--- config.mk ---
export PLATFORM = sky130hd
export DESIGN_NAME = pipeline_capture_fifo
export DESIGN_NICKNAME = d
export VERILOG_FILES = /design/src/rtl/pipeline_pkg.sv /design/src/rtl/fifo_regfile.sv /design/src/rtl/pipeline_capture_fifo.sv
export SDC_FILE = /design/constraint.sdc
export NUM_CORES = 1
export LEC_CHECK = 0
export CELL_PAD_IN_SITES_DETAIL_PLACEMENT = 0
export CELL_PAD_IN_SITES_GLOBAL_PLACEMENT = 1
export CORE_MARGIN = 5
export CORE_UTILIZATION = 45
export DETAILED_ROUTE_END_ITERATION = 10
export PLACE_DENSITY = 0.67
export SYNTH_ARGS = -nofsm -noshare
export SYNTH_HDL_FRONTEND = slang
export SYNTH_SLANG_ARGS = --single-unit
--- constraint.sdc ---
create_clock -name clk -period 4.3 [get_ports clk]
set_clock_uncertainty 0.05 [all_clocks]
set_input_delay 0.86 -clock clk [delete_from_list [all_inputs] [get_ports clk]]
set_output_delay 0.86 -clock clk [all_outputs]
set_load 0.01 [all_outputs]
--- src/rtl/pipeline_pkg.sv ---
// Shared constants and helpers for register_pipeline and its capture FIFO.
package pipeline_pkg;

  localparam int DEF_WIDTH  = 16;
  localparam int DEF_SIZE   = 8;
  localparam int DROP_CNT_W = 16;

  function automatic int clog2(input int value);
    int result;
    result = 0;
    while ((1 << result) < value) result++;
    return result;
  endfunction

endpackage

--- src/rtl/fifo_regfile.sv ---
// DEPTH x WIDTH storage array: one synchronous write port, one asynchronous read port.
module fifo_regfile
  import pipeline_pkg::*;
#(
  parameter int WIDTH = DEF_WIDTH,
  parameter int DEPTH = 16,
  localparam int AW   = clog2(DEPTH)
) (
  input  logic             clk,
  input  logic             we,
  input  logic [AW-1:0]    waddr,
  input  logic [WIDTH-1:0] wdata,
  input  logic [AW-1:0]    raddr,
  output logic [WIDTH-1:0] rdata
);

  logic [WIDTH-1:0] r_mem [DEPTH];

  // NOTE: storage has no reset; pointers and count alone decide which entries are live.
  always_ff @(posedge clk) begin
    if (we) r_mem[waddr] <= wdata;
  end

  assign rdata = r_mem[raddr];

endmodule

--- src/rtl/pipeline_capture_fifo.sv ---
// First-word-fall-through capture FIFO behind register_pipeline; almost_full throttles the pipeline.
// Define PIPELINE_CAPTURE_FIFO_STATS_EN to add the overflow / drop_count outputs.
module pipeline_capture_fifo
  import pipeline_pkg::*;
#(
  parameter int WIDTH        = DEF_WIDTH,
  parameter int DEPTH        = 16,
  parameter int AFULL_MARGIN = 8,
  localparam int AW          = clog2(DEPTH),
  localparam int CW          = AW + 1
) (
  input  logic                  clk,
  input  logic                  reset,
  input  logic                  in_valid,
  input  logic [WIDTH-1:0]      in_data,
  output logic                  almost_full,
  output logic                  full,
  output logic                  out_valid,
  output logic [WIDTH-1:0]      out_data,
  input  logic                  out_ready,
`ifdef PIPELINE_CAPTURE_FIFO_STATS_EN
  output logic                  overflow,
  output logic [DROP_CNT_W-1:0] drop_count,
`endif
  output logic [CW-1:0]         count
);

  logic [AW-1:0] r_wr_ptr;
  logic [AW-1:0] r_rd_ptr;
  logic [CW-1:0] r_count;
  logic          w_push;
  logic          w_pop;

  assign full        = (r_count == CW'(DEPTH));
  assign almost_full = (r_count >= CW'(DEPTH - AFULL_MARGIN));
  assign out_valid   = (r_count != '0);
  assign count       = r_count;

  assign w_pop  = out_valid & out_ready;
  // A full FIFO still takes a sample when the head leaves in the same cycle.
  assign w_push = in_valid & (~full | w_pop);

  // NOTE: sequential state uses non-blocking assignments so every register samples pre-edge values.
  always_ff @(posedge clk) begin
    if (reset) begin
      r_wr_ptr <= '0;
      r_rd_ptr <= '0;
      r_count  <= '0;
    end else begin
      if (w_push) r_wr_ptr <= r_wr_ptr + 1'b1;
      if (w_pop)  r_rd_ptr <= r_rd_ptr + 1'b1;
      case ({w_push, w_pop})
        2'b10:   r_count <= r_count + 1'b1;
        2'b01:   r_count <= r_count - 1'b1;
        default: r_count <= r_count;
      endcase
    end
  end

  fifo_regfile #(
    .WIDTH (WIDTH),
    .DEPTH (DEPTH)
  ) u_regfile (
    .clk   (clk),
    .we    (w_push),
    .waddr (r_wr_ptr),
    .wdata (in_data),
    .raddr (r_rd_ptr),
    .rdata (out_data)
  );

`ifdef PIPELINE_CAPTURE_FIFO_STATS_EN
  logic                  w_drop;
  logic                  r_overflow;
  logic [DROP_CNT_W-1:0] r_drop_count;

  assign w_drop = in_valid & ~w_push;

  always_ff @(posedge clk) begin
    if (reset) begin
      r_overflow   <= 1'b0;
      r_drop_count <= '0;
    end else if (w_drop) begin
      r_overflow <= 1'b1;
      if (r_drop_count != '1) r_drop_count <= r_drop_count + 1'b1;
    end
  end

  assign overflow   = r_overflow;
  assign drop_count = r_drop_count;
`endif

endmodule

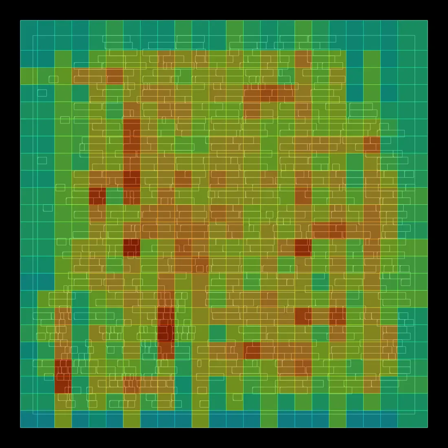
**Above:** run 1 (track usage over the die).
fraction of met1 tracks used by global routing: 0.2442
all-layer global routing usage: 0.1702

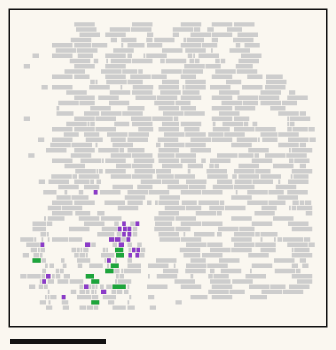
**Above:** run 1 (gate-type map).
Scale bar: 50 um.
Purple stands for and/or cells, cells 24. Green stands for fa/ha/maj cells, cells 9.
Non-Filler Instances: 925
Comb area share: 0.2000
most frequently placed logic cell in the final layout: sky130_fd_sc_hd__edfxtp_1

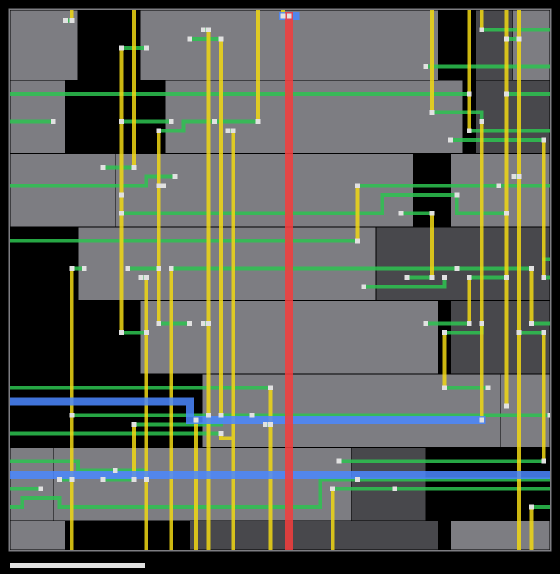
**Above:** run 1 (zoomed window).
Scale bar: 5 um. Window x 72 to 92, y 105 to 125 um. Cells in grey, sequential cells in the stronger grey; small squares are vias.
Green stands for metal 1. Blue stands for metal 3. Yellow stands for metal 2. Red stands for metal 4.
Sequential cells in the window: 7. Netlist names of flops here include `u_regfile.r_mem` (7). Most frequent: edfxtp_1 (7). 10 logic cells have their middle in the window.

## run 1: worst max-delay path, stage by stage (launching register included)
cell and delay, ns:
sky130_fd_sc_hd__dfxtp_4 0.35, sky130_fd_sc_hd__buf_12 0.37, sky130_fd_sc_hd__mux4_2 0.58, sky130_fd_sc_hd__a22oi_1 0.34, sky130_fd_sc_hd__nand2_1 0.15, sky130_fd_sc_hd__clkdlybuf4s50_1 0.52
## run 1: sequential cells by signal, indices dropped and copies added, names as in the netlist, named ones only
name	cells
r_wr_ptr	4
count	5
u_regfile.r_mem	256
r_rd_ptr	4
## run 1: area by class of cell
type	count	area (um^2)
clock buffer	33	740.7
clock inverter	19	145.1
fill	1843	11000
inverter	7	26.28
multi-input combinational	213	2481
sequential	273	8033
tap	319	399.1
timing repair buffer	61	578.1
==> results.py, run 1 <==
# Physical implementation metrics
metrics = {
    "finish": {
        "flow.area_growth_from_synthesis_pct": 16.46,
        "finalCoreUtilization": 0.5300,
        "most-common-layout-cells": "256 x sky130_fd_sc_hd__edfxtp_1, 64 x sky130_fd_sc_hd__mux4_2, 43 x sky130_fd_sc_hd__clkdlybuf4s50_1, 32 x sky130_fd_sc_hd__a22oi_1, 29 x sky130_fd_sc_hd__clkbuf_16",
        "num-nets-final": 613,
        "n_antenna_cell": 0,
    },
    "setup_path": {
        "critical_path.startpoint_type": "flip-flop",
        "critical_path.endpoint_type": "primary output",
        "worst_setup_path_endpoint": "out_data[0]",
        "timing.setup.critical_path_class": "reg2out",
        "worstPathArrival_ns": 2.91,
        "worstPathMaxFanout": 64,
        "timing.critical_path.required_ns": 3.39,
    },
    "synthesis": {
        "synthXorXnorAreaFrac": 0.005757,
        "most_common_cell": "sky130_fd_sc_hd__edfxtp_1",
        "synth_cell_type_count": 43,
        "dominantRegCellSynth": "sky130_fd_sc_hd__edfxtp_1",
        "netlist.area_leader.share": 0.7218,
        "post_synth_ao_oa_area_fraction": 0.03477,
        "synthesis.yosys.warnings": 0,
        "ys_cells": 520,
        "synthesized_netlist_net_count": 549,
        "synthArstFlopShare": 0,
        "synth_adder_area_share": 0.01128,
        "yosys-dominant-comb-family": "multiplexers",
        "synth_top_cell_by_area": "sky130_fd_sc_hd__edfxtp_1",
    },
    "clock_network": {
        "post_cts.resized_instances": 0,
        "tritoncts": "done",
        "max-clock-path-buffers": 3,
        "clk_latency_ns": 0.53,
        "h-tree-depth": 1,
        "tritoncts.num_buffers": 28,
        "cts.repair_timing.setup_buffer_count": 0,
    },
    "pwr": {
        "power_frac_seq": 0.450,
        "power_share_of_the_combinational_group": 0.212,
        "power_clock_mw": 2.31,
        "power.ir.vdd_worst_uv": 307.2,
        "clkPwrFrac": 0.339,
        "internal_mw": 5.091,
        "cellPowerDensity_mw_per_mm2": 549.5,
        "power_leader": "registers",
        "sequentialPower_mw": 3.07,
    },
    "grt": {
        "grtUsageMet3": 0.03237,
        "globalRouteMet2Util": 0.2755,
        "first_global_vias": 5534,
        "antenna_violations_before_repair": 0,
    },
    "job": {
        "drv.max_cap_violation_count": 0,
    },
    "floorplanning": {
        "die_height_um": 163.8,
        "chip_area_mm2": 0.02684,
    },
    "route": {
        "dr_wl_met3_mm": 1.677,
        "top_layer_used": "met4",
        "post_detailed_route_wirelength_per_cell_um": 23.92,
        "vias": 5097,
        "drt.antenna.violating_nets": 0,
        "drtPass1Iterations": 5,
        "drt_wl_total_mm": 22.13,
        "m1WireLength_mm": 9.370,
    },
    "sta": {
        "max_freq_ghz": 0.2620,
        "final.setup.worst_slack_ns": 0.4836,
        "timing.setup.tns_ns": 0,
        "tightest_slew_ns": 0.9183,
    },
    "hold_path": {
        "min_to": "r_wr_ptr[1]",
        "hold_path_class": "reg2reg",
    },
    "place": {
        "preCtsSetupSlack_ns": 0.8523,
        "place_area_mm2": 0.01152,
        "io_buffers": 43,
        "gp_routability_congestion": 0.7356,
    },
    "run_status": {
        "status": "complete, no violations",
    },
}
==> run 2, diff against run 1 <==
- ABC_AREA: unset -> 1
- HOLD_SLACK_MARGIN: unset -> 0.06
- PLACE_DENSITY: 0.67 -> 0.71
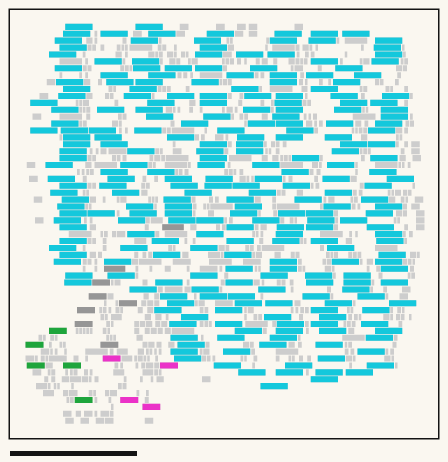
**Above:** run 2 (sequential cells coloured by netlist name).
Scale bar: 50 um.
Magenta stands for `r_wr_ptr`, placed flops 4. Green stands for `count`, placed flops 5, where lower left. Cyan stands for `u_regfile.r_mem`, placed flops 256, where widely spread.
sequential power: 3.11 mW
register fraction of the total cell area: 0.6167
Flop area: 0.008035 mm^2

==> results.py, run 2 <==
# Physical implementation metrics
metrics = {
    "route": {
        "vias": 6953,
        "drt_drc_violations_left": 0,
        "drt.antenna.violating_nets": 0,
        "first_drt_iteration_drcs": 596,
        "vias_per_cell": 5.197,
        "drt_wl_total_mm": 25.56,
        "drtPass1Iterations": 5,
        "post_detailed_route_wirelength_per_cell_um": 19.10,
    },
    "grt": {
        "first_global_vias": 6353,
        "globalRoute.totalOverflow": 0,
        "all_layer_global_routing_usage": 0.1776,
        "wire_length_of_the_first_global_routing_pass_mm": 38.50,
        "antenna_violations_before_repair": 1,
    },
    "floorplanning": {
        "floorplan.die.width_um": 168.5,
        "floorplanUtilization": 0.4527,
        "chip_area_mm2": 0.02838,
        "design.portCount": 44,
        "placement_rows": 58,
        "die_height_um": 168.5,
    },
    "clock_network": {
        "tritoncts": "done",
        "clock_transition_at_the_registers_of_the_reported_paths_ns": 0.06,
        "h-tree-depth": 1,
        "post_cts.resized_instances": 0,
        "clockRootBuffer": "sky130_fd_sc_hd__clkbuf_16",
        "clk_latency_ns": 0.53,
        "max-clock-path-buffers": 3,
        "tritoncts.num_buffers": 28,
        "cts.repair_timing.setup_buffer_count": 0,
    },
    "finish": {
        "finalInstanceArea_mm2": 0.01303,
        "layout-drive-gt1-share": 0.09127,
        "finalCoreUtilization": 0.5219,
        "final-instance-count-excl-fill": 1338,
        "largest_register_ffs": 256,
        "num-nets-final": 1016,
        "fill_cells": 2177,
        "n_antenna_cell": 0,
        "flow.area_growth_from_synthesis_pct": 15.29,
        "most-common-layout-cells": "256 x sky130_fd_sc_hd__edfxtp_1, 149 x sky130_fd_sc_hd__inv_1, 106 x sky130_fd_sc_hd__nand3_1, 99 x sky130_fd_sc_hd__nand2_1, 73 x sky130_fd_sc_hd__o21ai_0",
        "max_flop_register": "u_regfile.r_mem",
        "layout_top_cell": "sky130_fd_sc_hd__edfxtp_1",
    },
    "pwr": {
        "power_frac_seq": 0.463,
        "total_switching_power_mw": 1.882,
        "power.ir.vdd_worst_uv": 271.6,
        "clkPwrFrac": 0.331,
        "power_clock_mw": 2.23,
        "power.combinational.total_mw": 1.39,
        "power_share_of_the_combinational_group": 0.207,
        "power_leader": "registers",
        "totalPowerFinal_mw": 6.732,
        "cellPowerDensity_mw_per_mm2": 516.7,
        "netSwitchingFraction": 0.2796,
        "internal_mw": 4.850,
    },
    "synthesis": {
        "post_synth_ao_oa_area_fraction": 0.1081,
        "ys_cells": 941,
        "synth_cell_type_count": 26,
        "yosysSeqAreaShare": 0.7104,
        "dominantRegCellSynth": "sky130_fd_sc_hd__edfxtp_1",
        "synth_area_mm2": 0.01130,
        "most_common_cell": "sky130_fd_sc_hd__edfxtp_1",
        "synth_top_cell_by_area": "sky130_fd_sc_hd__edfxtp_1",
        "chip_area_from_the_yosys_synthesis_statistics_mm2": 0.01130,
        "synth_adder_area_share": 0.01063,
        "synthArstFlopShare": 0,
        "netlist.area_leader.share": 0.6802,
        "synthesis.yosys.warnings": 0,
        "synthesized_netlist_net_count": 970,
        "synthXorXnorAreaFrac": 0.002325,
        "yosys-dominant-comb-family": "AND-OR/OR-AND gates",
    },
    "job": {
        "drv.max_cap_violation_count": 0,
        "warnings": 29,
    },
    "place": {
        "io_buffers": 43,
        "preCtsSetupSlack_ns": 1.210,
        "dp_hpwl_mm": 14.51,
        "place_area_mm2": 0.01218,
        "gp_routability_congestion": 0.7725,
    },
    "setup_path": {
        "cpLargestDelayFamily": "buffers and inverters",
        "timing.setup.critical_path_class": "reg2out",
        "crit_slowest_cell": "sky130_fd_sc_hd__dfxtp_4",
        "worstPathMaxFanout": 45,
        "regToRegSetupSlack_ns": 2.03,
        "path_cells": "buf_4 -> a21oi_1 -> o21ai_0 -> nand3_1 -> nand3_1 -> nand2_1 -> clkdlybuf4s50_1",
        "worst_setup_path_endpoint": "out_data[13]",
        "worst-r2r-cell-count": 11,
        "timing.critical_path.required_ns": 3.39,
        "cp_num_cells": 7,
        "critical_path.endpoint_type": "primary output",
        "worstPathArrival_ns": 2.71,
        "buffering_stage_count_on_the_worst_path_with_inverters_included": 2,
        "critical_path.most_common_cell": "sky130_fd_sc_hd__nand3_1",
        "critical_path.startpoint_type": "flip-flop",
        "critPathMaxStageDelay_ns": 0.68,
    },
    "sta": {
        "worst_slew_margin_rel": 0.3746,
        "finalCritPeriodShare": 0.8411,
        "fin_hold_ws_ns": 0.4399,
        "max_freq_ghz": 0.2765,
        "tightest_slew_ns": 0.9371,
        "timing.setup.tns_ns": 0,
        "final.setup.worst_slack_ns": 0.6831,
    },
    "run_status": {
        "status": "complete, no violations",
    },
    "hold_path": {
        "hold_path_class": "reg2reg",
        "min_to": "r_rd_ptr[2]",
        "hold_path.startpoint": "r_rd_ptr[2]",
    },
}
-- run 2: layer usage --
| layer | share of wire | up-vias | global-route usage |
|---|---|---|---|
| met4 | 0.020 | 2 | 0.04340 |
| met2 | 0.46 | 184 | 0.2860 |
| met1 | 0.46 | 3335 | 0.2570 |
| li1 | - | 3395 | - |
| met3 | 0.056 | 37 | 0.02709 |
| met5 | 0.00051 | - | 0 |
-- run 2: area by class of cell --
cell class	instances	area (um^2)	share of cell area
timing repair buffer	69	700.7	0.05378
inverter	150	563.0	0.04322
clock inverter	12	55.05	0.004226
clock buffer	39	793.3	0.06089
multi-input combinational	465	2469	0.1895
sequential	273	8035	0.6167
tap	330	412.9	0.03169
Power and IR drop assume default switching activity.
